`src/rtl/riscv_pkg.sv`:
```
// Constants and instruction encoders shared between the fetch queue and the pipelined core.
package riscv_pkg;

    localparam logic [31:0] NOP = 32'h0000_0013;
    localparam logic [31:0] EOF = 32'hFFFF_FFFF;

    localparam logic [6:0] LW    = 7'b000_0011;
    localparam logic [6:0] SW    = 7'b010_0011;
    localparam logic [6:0] BEQ   = 7'b110_0011;
    localparam logic [6:0] ALUop = 7'b011_0011;
    localparam logic [6:0] ADDI  = 7'b001_0011;

    typedef struct packed {
        logic [31:0] pc;
        logic [31:0] instr;
    } fetch_entry_t;

    function automatic logic [31:0] make_addi(input logic [4:0]  rd,
                                              input logic [4:0]  rs1,
                                              input logic [11:0] imm);
        return {imm, rs1, 3'b000, rd, ADDI};
    endfunction

    function automatic logic [31:0] make_lw(input logic [4:0]  rd,
                                            input logic [4:0]  rs1,
                                            input logic [11:0] imm);
        return {imm, rs1, 3'b010, rd, LW};
    endfunction

    function automatic logic [31:0] make_sw(input logic [4:0]  rs2,
                                            input logic [4:0]  rs1,
                                            input logic [11:0] imm);
        return {imm[11:5], rs2, rs1, 3'b010, imm[4:0], SW};
    endfunction

    // Branch offsets are always even, so bit 0 is not carried.
    function automatic logic [31:0] make_beq(input logic [4:0]  rs1,
                                             input logic [4:0]  rs2,
                                             input logic [12:1] imm);
        return {imm[12], imm[10:5], rs2, rs1, 3'b000, imm[4:1], imm[11], BEQ};
    endfunction

    function automatic logic [31:0] make_alu(input logic [6:0] funct7,
                                             input logic [4:0] rs2,
                                             input logic [4:0] rs1,
                                             input logic [2:0] funct3,
                                             input logic [4:0] rd);
        return {funct7, rs2, rs1, funct3, rd, ALUop};
    endfunction

    function automatic logic is_eof(input logic [31:0] instr);
        return instr == EOF;
    endfunction

endpackage

```
`src/rtl/fifo_sync.sv`:
```
// Synchronous FIFO with flush; the head entry is read combinationally at the read pointer.
module fifo_sync #(
    parameter int unsigned Width = 64,
    parameter int unsigned Depth = 4
) (
    input  logic                   CLOCK_50,
    input  logic                   rstn,
    input  logic                   push_i,
    input  logic [Width-1:0]       push_data_i,
    input  logic                   pop_i,
    input  logic                   flush_i,
    output logic [$clog2(Depth):0] count_o,
    output logic [Width-1:0]       head_o
);

    localparam int unsigned PtrW = $clog2(Depth);

    logic [Width-1:0] mem_q [Depth];
    logic [PtrW-1:0]  rd_ptr_q, rd_ptr_d;
    logic [PtrW-1:0]  wr_ptr_q, wr_ptr_d;
    logic [PtrW:0]    count_q, count_d;
    logic             do_push, do_pop;

    // Depth is a power of two, so the count MSB alone marks a full FIFO.
    assign do_push = push_i && !flush_i && !count_q[PtrW];
    assign do_pop  = pop_i && (count_q != '0);

    always_comb begin
        rd_ptr_d = rd_ptr_q;
        wr_ptr_d = wr_ptr_q;
        count_d  = count_q;
        if (flush_i) begin
            rd_ptr_d = '0;
            wr_ptr_d = '0;
            count_d  = '0;
        end else begin
            if (do_push) begin
                wr_ptr_d = wr_ptr_q + PtrW'(1);
            end
            if (do_pop) begin
                rd_ptr_d = rd_ptr_q + PtrW'(1);
            end
            unique case ({do_push, do_pop})
                2'b10:   count_d = count_q + (PtrW + 1)'(1);
                2'b01:   count_d = count_q - (PtrW + 1)'(1);
                default: count_d = count_q;
            endcase
        end
    end

    always_ff @(posedge CLOCK_50) begin
        if (!rstn) begin
            rd_ptr_q <= '0;
            wr_ptr_q <= '0;
            count_q  <= '0;
        end else begin
            rd_ptr_q <= rd_ptr_d;
            wr_ptr_q <= wr_ptr_d;
            count_q  <= count_d;
        end
    end

    always_ff @(posedge CLOCK_50) begin
        if (do_push) begin
            mem_q[wr_ptr_q] <= push_data_i;
        end
    end

    assign count_o = count_q;
    assign head_o  = mem_q[rd_ptr_q];

endmodule

```
`src/rtl/ifetch_queue.sv`:
```
// Instruction prefetch queue: fetches from a 1-cycle-latency RAM into a small FIFO,
// with redirect flush, EOF / end-of-RAM stop and credit-based flow control.
module ifetch_queue
    import riscv_pkg::*;
#(
    parameter int unsigned DEPTH      = 4,
    parameter int unsigned IMEM_WORDS = 56,
    parameter int unsigned IDX_W      = 6
) (
    input  logic             CLOCK_50,
    input  logic             rstn,
    output logic [IDX_W-1:0] imem_index,
    output logic             imem_rd_en,
    input  logic [31:0]      imem_data,
    input  logic             redirect_valid,
    input  logic [31:0]      redirect_pc,
    output logic             out_valid,
    input  logic             out_ready,
    output logic [31:0]      out_instr,
    output logic [31:0]      out_pc,
    output logic             eof_seen,
    output logic [31:0]      fetch_count
);

    logic [31:0] pc_q, pc_d;
    logic        in_flight_q, in_flight_d;
    logic [31:0] in_flight_pc_q, in_flight_pc_d;
    logic        eof_q, eof_d;
    logic [31:0] fetch_count_q, fetch_count_d;

    logic                  kill, push, pop, fetch;
    logic                  eof_hit, pc_past_end, credit_ok;
    logic [$clog2(DEPTH):0] count;
    fetch_entry_t          push_entry, head_entry;

    // The response landing in a redirect cycle belongs to the old path.
    assign kill        = in_flight_q && redirect_valid;
    assign push        = in_flight_q && !kill;
    assign eof_hit     = push && is_eof(imem_data);
    assign pc_past_end = ({2'b00, pc_q[31:2]} >= 32'(IMEM_WORDS));
    assign credit_ok   = (32'(count) + 32'(in_flight_q)) < DEPTH;

    // A word about to be pushed as EOF already stops the next fetch.
    assign fetch = rstn && !redirect_valid && !eof_q && !eof_hit && !pc_past_end && credit_ok;

    assign out_valid = (count != '0);
    assign pop       = out_valid && out_ready;

    assign push_entry = '{pc: in_flight_pc_q, instr: imem_data};

    always_comb begin
        pc_d           = pc_q;
        eof_d          = eof_q;
        in_flight_d    = fetch;
        in_flight_pc_d = in_flight_pc_q;
        fetch_count_d  = fetch_count_q;
        if (push) begin
            fetch_count_d = fetch_count_q + 32'd1;
        end
        if (fetch) begin
            in_flight_pc_d = pc_q;
            pc_d           = pc_q + 32'd4;
        end
        if (redirect_valid) begin
            pc_d  = redirect_pc & ~32'h3;
            eof_d = 1'b0;
        end else if (eof_hit || pc_past_end) begin
            eof_d = 1'b1;
        end
    end

    always_ff @(posedge CLOCK_50) begin
        if (!rstn) begin
            pc_q           <= '0;
            in_flight_q    <= 1'b0;
            in_flight_pc_q <= '0;
            eof_q          <= 1'b0;
            fetch_count_q  <= '0;
        end else begin
            pc_q           <= pc_d;
            in_flight_q    <= in_flight_d;
            in_flight_pc_q <= in_flight_pc_d;
            eof_q          <= eof_d;
            fetch_count_q  <= fetch_count_d;
        end
    end

    fifo_sync #(
        .Width ($bits(fetch_entry_t)),
        .Depth (DEPTH)
    ) u_fifo (
        .CLOCK_50    (CLOCK_50),
        .rstn        (rstn),
        .push_i      (push),
        .push_data_i (push_entry),
        .pop_i       (pop),
        .flush_i     (redirect_valid),
        .count_o     (count),
        .head_o      (head_entry)
    );

    assign imem_index  = pc_q[IDX_W+1:2];
    assign imem_rd_en  = fetch;
    assign out_instr   = out_valid ? head_entry.instr : NOP;
    assign out_pc      = out_valid ? head_entry.pc : 32'd0;
    assign eof_seen    = eof_q;
    assign fetch_count = fetch_count_q;

endmodule

```
`config.mk`:
```
export PLATFORM = sky130hd
export DESIGN_NAME = ifetch_queue
export DESIGN_NICKNAME = d
export VERILOG_FILES = /design/src/rtl/riscv_pkg.sv /design/src/rtl/fifo_sync.sv /design/src/rtl/ifetch_queue.sv
export SDC_FILE = /design/constraint.sdc
export NUM_CORES = 1
export LEC_CHECK = 0
export ABC_AREA = 1
export CORE_ASPECT_RATIO = 1.2
export CORE_MARGIN = 3
export CORE_UTILIZATION = 30
export CTS_BUF_LIST = sky130_fd_sc_hd__clkbuf_2
export DETAILED_ROUTE_END_ITERATION = 8
export MAX_ROUTING_LAYER = met4
export PLACE_DENSITY_LB_ADDON = 0.05
export SYNTH_ARGS = -nofsm -noshare
export SYNTH_HDL_FRONTEND = slang
export SYNTH_HIERARCHICAL = 1
export SYNTH_SLANG_ARGS = --single-unit
export TNS_END_PERCENT = 5
```
`constraint.sdc`:
```
create_clock -name CLOCK_50 -period 11.4 [get_ports CLOCK_50]
set_input_delay 2.28 -clock CLOCK_50 [delete_from_list [all_inputs] [get_ports CLOCK_50]]
set_output_delay 2.28 -clock CLOCK_50 [all_outputs]
set_load 0.01 [all_outputs]
```
==> job_summary.md, run 1 <==
## Implementation flow summary

| Metric | Value |
|---|---|
| Setup violations, final | 0 |
| Final hold vios | 0 |
| First-pass DRT Iterations | 4 |
| Dpl ws | 4.13 ns |
| P_comb | 0.0000670 W |
| FP Core Util | 30.7% |
| PwrDens | 133 mW/mm^2 |
| DRT iter0 DRCs | 370 |
| Power Clock | 0.000928 W |
| Largest cell class by area | flip-flops and latches |
| Antenna violations before repair | 2 |
| Logic share of the area | 23.2% |
| Final non-clock buffer share | 9.90% |
| I/O Pins | 173 |
| Comb area leader | simple AND/OR/NAND/NOR gates |
| Crit path largest cell delay | 0.60 ns |
| Status | completed |
| Clkbuf count | 150 |
| CTS Hold Bufs | 0 |
| End of the worst hold path | pc_q[11]$_SDFFE_PN0P_ |
| Setup CP Type | in2out |
| Dominant logic cell type in the layout | nor2_1 |
| CP Data Required Time | 9.12 ns |
| CTS tree | built |
| MI comb area | 0.00418 sq mm |
| Commonest non-fill, non-tap cells in the layout | nor2_1, edfxtp_1, nand2_1, clkdlybuf4s50_1, clkbuf_2 |
| FF+latch area | 0.00975 sq mm |
| Hold path cells | 2 |
| Largest Register | u_fifo/mem_q |
| F_max | 140 MHz |
| Fin worst setup slack | 4.24 ns |
| H-tree depth | 3 |
| Synth mux share | 0% |
| FILL cells | 5023 |
| R2r startpoint | in_flight_q$_SDFF_PN0_ |
| Top Consumer | registers |
| WP depth | 9 |
| DP Area | 0.0171 sq mm |
| Comb power frac | 2.8% |
| Wl on met1 | 17100 um |
| Clock Sinks | 359 |
| Taps Inserted | 630 |
| Layout Utilization | 37.1% |
| Hold WS | 0.474 ns |
| M1 GR Usage | 17.8% |
| Seq cells | 359 |
| Worst setup EP type | output pin |
| Ys cells | 1453 |
| Switching power | 0.000572 W |
| Leak pwr | 7.17 nW |
| Int Pwr | 0.00182 W |
| Clock skew | 0.0655 ns |
| Layout area overhead | 20.8% |
| Crit share post-route | 62.8% |
| Largest register FFs | 256 |
| Count of library flops with an enable pin | 256 |
| GRT overflow | 0 |
| Share of cells above drive strength 1 | 12.7% |
| Non-CTS buffers | 182 |
| R2r endpoint | u_fifo/mem_q[3][52]$_DFFE_PP_ |
| Clock buffer count from CTS | 98 |
| Routed wl met2 | 19300 um |
| Worst Max-Slew Pin Slew | 0.993 ns |
| Setup TNS | 0 ns |
| Core Rows | 88 |
| Inserted Diodes | 2 |
| Reg2Reg Depth | 5 |
| Max-cap violations | 0 |
| Hold path start | pc_q[11]$_SDFFE_PN0P_ |
| Post-synth top area cell | edfxtp_1 |
| YS chip area | 0.0149 sq mm |
| Seq area share | 54.1% |
| Worst path bufs/invs | 5 |
| Inverter count | 156 |
| Worst reg2reg setup slack | 8.33 ns |
| Unrepaired setup endpoints after global routing | false |
| First-pass GRT wire length | 61000 um |
| Logic Gate Count | 867 |
| WP data arrival | 4.88 ns |
| Area share of the largest cell type after synthesis | 51.5% |
| DRC violations left | 0 |
| Sw Ratio | 23.9% |
| Xor+xnor area frac | 0.645% |
| Largest net degree at the start of global routing | 90 |
| Post-route insts no fill | 2380 |
| Cell with the most instances after synthesis | nor2_1 |
| Top routing layer in use | met4 |
| Clk_lat worst skew | 1.00 ns |
| Clock-pin slew on the worst setup and hold paths | 0.09 ns |
| Grt peak-use layer | met2 |
| Post-Place Cells | 2194 |
| Cells after Synth | 1453 |
| Post-cts resize count | 0 |
| Vias per std cell | 4.54 |
| Tool Warnings | 33 |
| Pwr Total | 0.00239 W |
| Post-DP HPWL | 21900 um |
| AO/OA Area Share | 9.73% |
| Commonest cells in the netlist | nor2_1, edfxtp_1, nand2_1 |
| Seq pwr share | 58.4% |
| Max Fanout on Critical Path | 50 |
| Seq/Total Area, Yosys | 65.3% |
| Final slew viol count | 0 |
| Worst setup startpoint | rstn |
| Minimum clock period | 7.16 ns |
| Vias in the first global route | 11100 |
| Global-route track usage on met2 | 25.6% |
| Peak VDD IR | 0.0000496 V |
| Yosys Warn Count | 6 |
| Critical-path cell list | buf_2, buf_4, inv_2, nor2_2, nand2_1, a31oi_1, nand3_2, inv_1, clkdlybuf4s50_1 |
| Core footprint | 0.0487 sq mm |
| Startpoint Class | input pin |
| Final instance area | 0.0180 sq mm |
| Yosys simple share | 16.4% |
| CTS Root Cell | clkbuf_2 |
| Top FF cell, synth | edfxtp_1 |
| Die Size | 0.0525 sq mm |
| Worst path top cell family by delay | buffers and inverters |
| Adder share | 0.804% |
| Slew HR | 33.8% |
| Mapped Avg Cell Area | 10.3 sq um |
| Synth area leaders | edfxtp_1, dfxtp_1, nor2_1 |
| P_seq | 0.00140 W |
| Distinct cell type count after synthesis | 41 |
| CP max stage cell | clkdlybuf4s50_1 |
| Final nets | 1741 |
| End of the critical path | imem_rd_en |
| Met3 routed WL | 1810 um |
| Post-DRT Antenna Nets | 0 |
| Synth Cell Area | 0.0149 sq mm |
run_1/io_placement.png
Drawn at 2 px/um. Pins as bars across the die edge, other pins in gray.
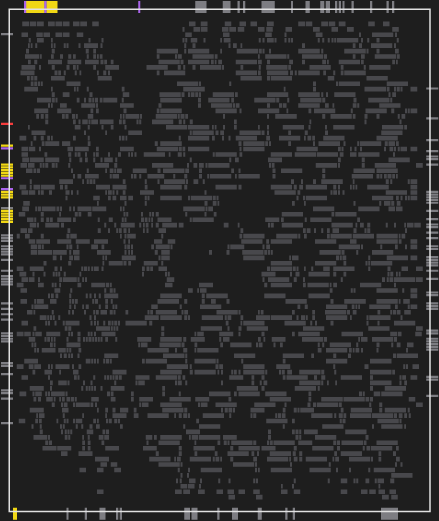
| color | port | pins | direction | edge |
|---|---|---|---|---|
| yellow | redirect_pc | 32 | input | 16 top, 14 left, 2 bottom |
| red | imem_rd_en | 1 | output | left |
| purple | imem_index | 6 | output | 3 left, 3 top |
vertical die size: 250 um
PortBufs: 170
Die Wd: 210 um

run_1/metal_density.png
Drawn at 1.5 px/um. 21 x 25 tiles, from dark blue (low) to red (high), scaled to the fullest tile. Values are wire area over tile area, all layers added.
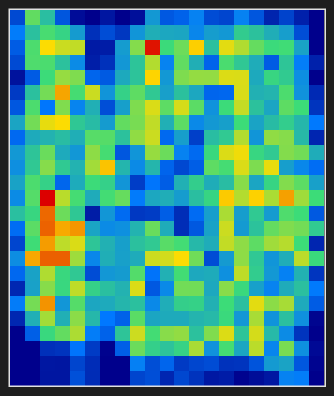
nearly empty tiles: 4.6%
fullest tile: 0.30
tiles over half the peak: 31%
emptiest ninth of the die: lower left
mean over tiles: 0.12
drt total wl: 38900 um
Vias: 10800
aggregate global-route resource usage: 15.2%
wire per inst: 16.4 um

run_1/layer_met3.png
Drawn at 2 px/um. Cells faint in the background.
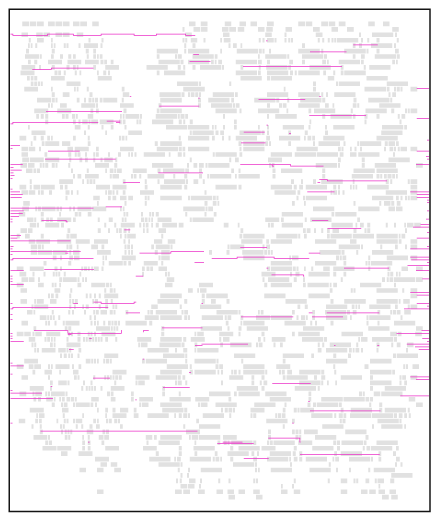
nets with wire on the layer: 113
wire length on this layer: 1810 um
longest straight run: 78.2 um
GRT met3 Usage: 3.46%

==> run 2, diff against run 1 <==
==> constraint.sdc (replaced) <==
create_clock -name CLOCK_50 -period 7.06 [get_ports CLOCK_50]
set_input_delay 1.412 -clock CLOCK_50 [delete_from_list [all_inputs] [get_ports CLOCK_50]]
set_output_delay 1.412 -clock CLOCK_50 [all_outputs]
set_load 0.01 [all_outputs]
==> run 2 against run 1 <==
Net effect: final area grew 0.26%; clock-buffer cell count increased by 6; first-iteration DRC count rose by 7.6%.
==> job_summary.md, run 2 <==
## Implementation flow summary

| Metric | Value |
|---|---|
| FP Core Util | 30.7% |
| Mapped Avg Cell Area | 10.3 sq um |
| Cell with the most instances after synthesis | nor2_1 |
| Core footprint | 0.0487 sq mm |
| Count of library flops with an enable pin | 256 |
| Crit share post-route | 78.6% |
| Vias per std cell | 4.54 |
| Commonest non-fill, non-tap cells in the layout | nor2_1, edfxtp_1, nand2_1, clkdlybuf4s50_1, clkbuf_2 |
| Clock buffer count from CTS | 98 |
| Seq pwr share | 57.8% |
| Switching power | 0.000917 W |
| Largest net degree at the start of global routing | 92 |
| Final non-clock buffer share | 10.1% |
| Post-DRT Antenna Nets | 0 |
| H-tree depth | 3 |
| Wl on met1 | 16900 um |
| Seq cells | 359 |
| Yosys Warn Count | 6 |
| Asr flop ratio synth | 0% |
| Clock Sinks | 359 |
| Taps Inserted | 630 |
| Power Clock | 0.00154 W |
| PwrDens | 216 mW/mm^2 |
| Setup CP Type | reg2out |
| R2r endpoint | u_fifo/mem_q[2][14]$_DFFE_PP_ |
| Clock-pin slew on the worst setup and hold paths | 0.10 ns |
| Largest Register | u_fifo/mem_q |
| Dpl ws | 1.91 ns |
| Post-route insts no fill | 2378 |
| F_max | 180 MHz |
| MI comb area | 0.00418 sq mm |
| Clk_lat worst skew | 1.00 ns |
| Post-Place Cells | 2197 |
| PortBufs | 170 |
| Top FF cell, synth | edfxtp_1 |
| Largest cell class by area | flip-flops and latches |
| Top routing layer in use | met4 |
| Critical-path cell list | buf_4, clkinv_2, buf_4, o21ai_1, o22ai_1, or2_2, clkdlybuf4s50_1 |
| Inserted Diodes | 1 |
| DRC violations left | 0 |
| Sw Ratio | 23.5% |
| Commonest cells in the netlist | nor2_1, edfxtp_1, nand2_1 |
| End of the worst hold path | pc_q[15]$_SDFFE_PN0P_ |
| CTS Root Cell | clkbuf_2 |
| Clkbuf count | 156 |
| FF+latch area | 0.00975 sq mm |
| DP Area | 0.0171 sq mm |
| Xor+xnor area frac | 0.645% |
| Minimum clock period | 5.55 ns |
| Hold path start | pc_q[15]$_SDFFE_PN0P_ |
| Pwr Total | 0.00390 W |
| Largest register FFs | 256 |
| Synth mux share | 0% |
| Adder share | 0.804% |
| CP max stage cell | buf_4 |
| Dominant logic cell type in the layout | nor2_1 |
| Non-CTS buffers | 185 |
| Final nets | 1744 |
| End of the critical path | out_instr[0] |
| Final hold vios | 0 |
| DRT iter0 DRCs | 398 |
| Status | completed |
| Share of cells above drive strength 1 | 13.3% |
| P_seq | 0.00226 W |
| Crit path largest cell delay | 0.65 ns |
| Synth area leaders | edfxtp_1, dfxtp_1, nor2_1 |
| Max Fanout on Critical Path | 65 |
| Synth Cell Area | 0.0149 sq mm |
| WP depth | 7 |
| FILL cells | 5030 |
| Worst setup EP type | output pin |
| Layout area overhead | 21.1% |
| Setup TNS | 0 ns |
| Logic share of the area | 23.1% |
| Logic Gate Count | 867 |
| CP Data Required Time | 5.65 ns |
| Worst path top cell family by delay | buffers and inverters |
| Top Consumer | registers |
| Post-synth top area cell | edfxtp_1 |
| R2r startpoint | in_flight_q$_SDFF_PN0_ |
| Antenna violations before repair | 1 |
| Clock skew | 0.0678 ns |
| Unrepaired setup endpoints after global routing | false |
| First-pass DRT Iterations | 4 |
| Critical path's most frequent cell | buf_4 |
| AO/OA Area Share | 9.73% |
| YS chip area | 0.0149 sq mm |
| Reg2Reg Depth | 5 |
| Hold path cells | 2 |
| Die Size | 0.0525 sq mm |
| GRT overflow | 0 |
| Final instance area | 0.0181 sq mm |
| Routed wl met2 | 18900 um |
| First-pass GRT wire length | 60400 um |
| Yosys simple share | 16.4% |
| Int Pwr | 0.00299 W |
| Post-DP HPWL | 21800 um |
| Startpoint Class | register |
| Die Wd | 210 um |
| Met3 routed WL | 1980 um |
| Comb area leader | simple AND/OR/NAND/NOR gates |
| Vertical die size | 250 um |
| Setup violations, final | 0 |
| Post-cts resize count | 0 |
| Max-cap violations | 0 |
| CTS tree | built |
| Final slew viol count | 0 |
| Cells after Synth | 1453 |
| Tool Warnings | 33 |
| Worst Max-Slew Pin Slew | 1.05 ns |
| Inverter count | 156 |
| Seq area share | 53.9% |
| Area share of the largest cell type after synthesis | 51.5% |
| Fin worst setup slack | 1.51 ns |
| Power share of the clock group | 39.5% |
| Distinct cell type count after synthesis | 41 |
| Comb power frac | 2.8% |
| P_comb | 0.000108 W |
| Ys cells | 1453 |
| I/O Pins | 173 |
| WP data arrival | 4.14 ns |
| Leak pwr | 7.21 nW |
| Worst path bufs/invs | 4 |
| Slew HR | 29.8% |
| Seq/Total Area, Yosys | 65.3% |
| Hold WS | 0.465 ns |
| CTS Hold Bufs | 0 |
| Peak VDD IR | 0.0000813 V |
| Core Rows | 88 |
| Vias in the first global route | 10900 |
| Worst reg2reg setup slack | 4.31 ns |
run_2/metal_density.png
Drawn at 1.5 px/um. 21 x 25 tiles, from dark blue (low) to red (high), scaled to the fullest tile. Values are wire area over tile area, all layers added.
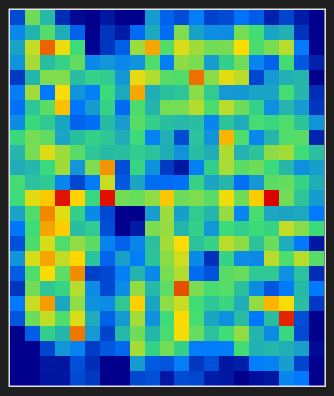
fullest tile: 0.29
nearly empty tiles: 5.7%
mean over tiles: 0.12
tiles over half the peak: 33%
wire per inst: 16.3 um
aggregate global-route resource usage: 15.1%
drt total wl: 38700 um

run_2/layer_met3.png
Drawn at 2 px/um. Cells faint in the background.
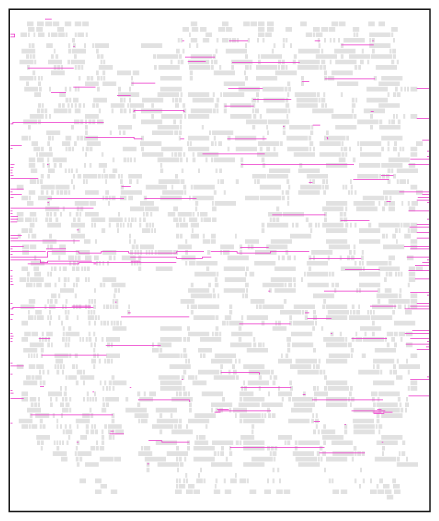
wire length on this layer: 1980 um
longest straight run: 56.1 um
main direction: horizontal
Vias: 10800
GRT met3 Usage: 3.58%

run_2/congestion.png
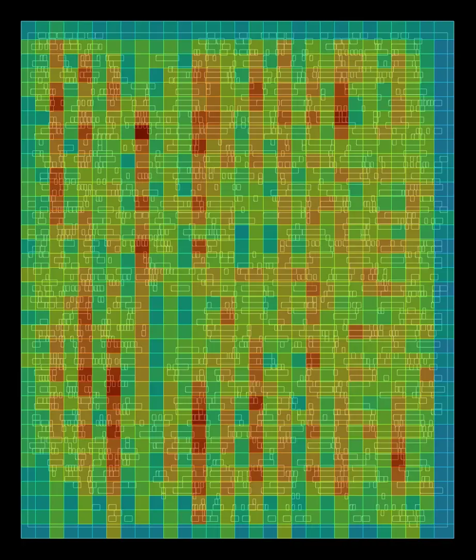
Layout Utilization: 37.2%
global-route track usage on met2: 24.9%
grt peak-use layer: met2
M1 GR Usage: 17.9%

Power figures rest on the tool's default switching activity, not on a simulated workload.
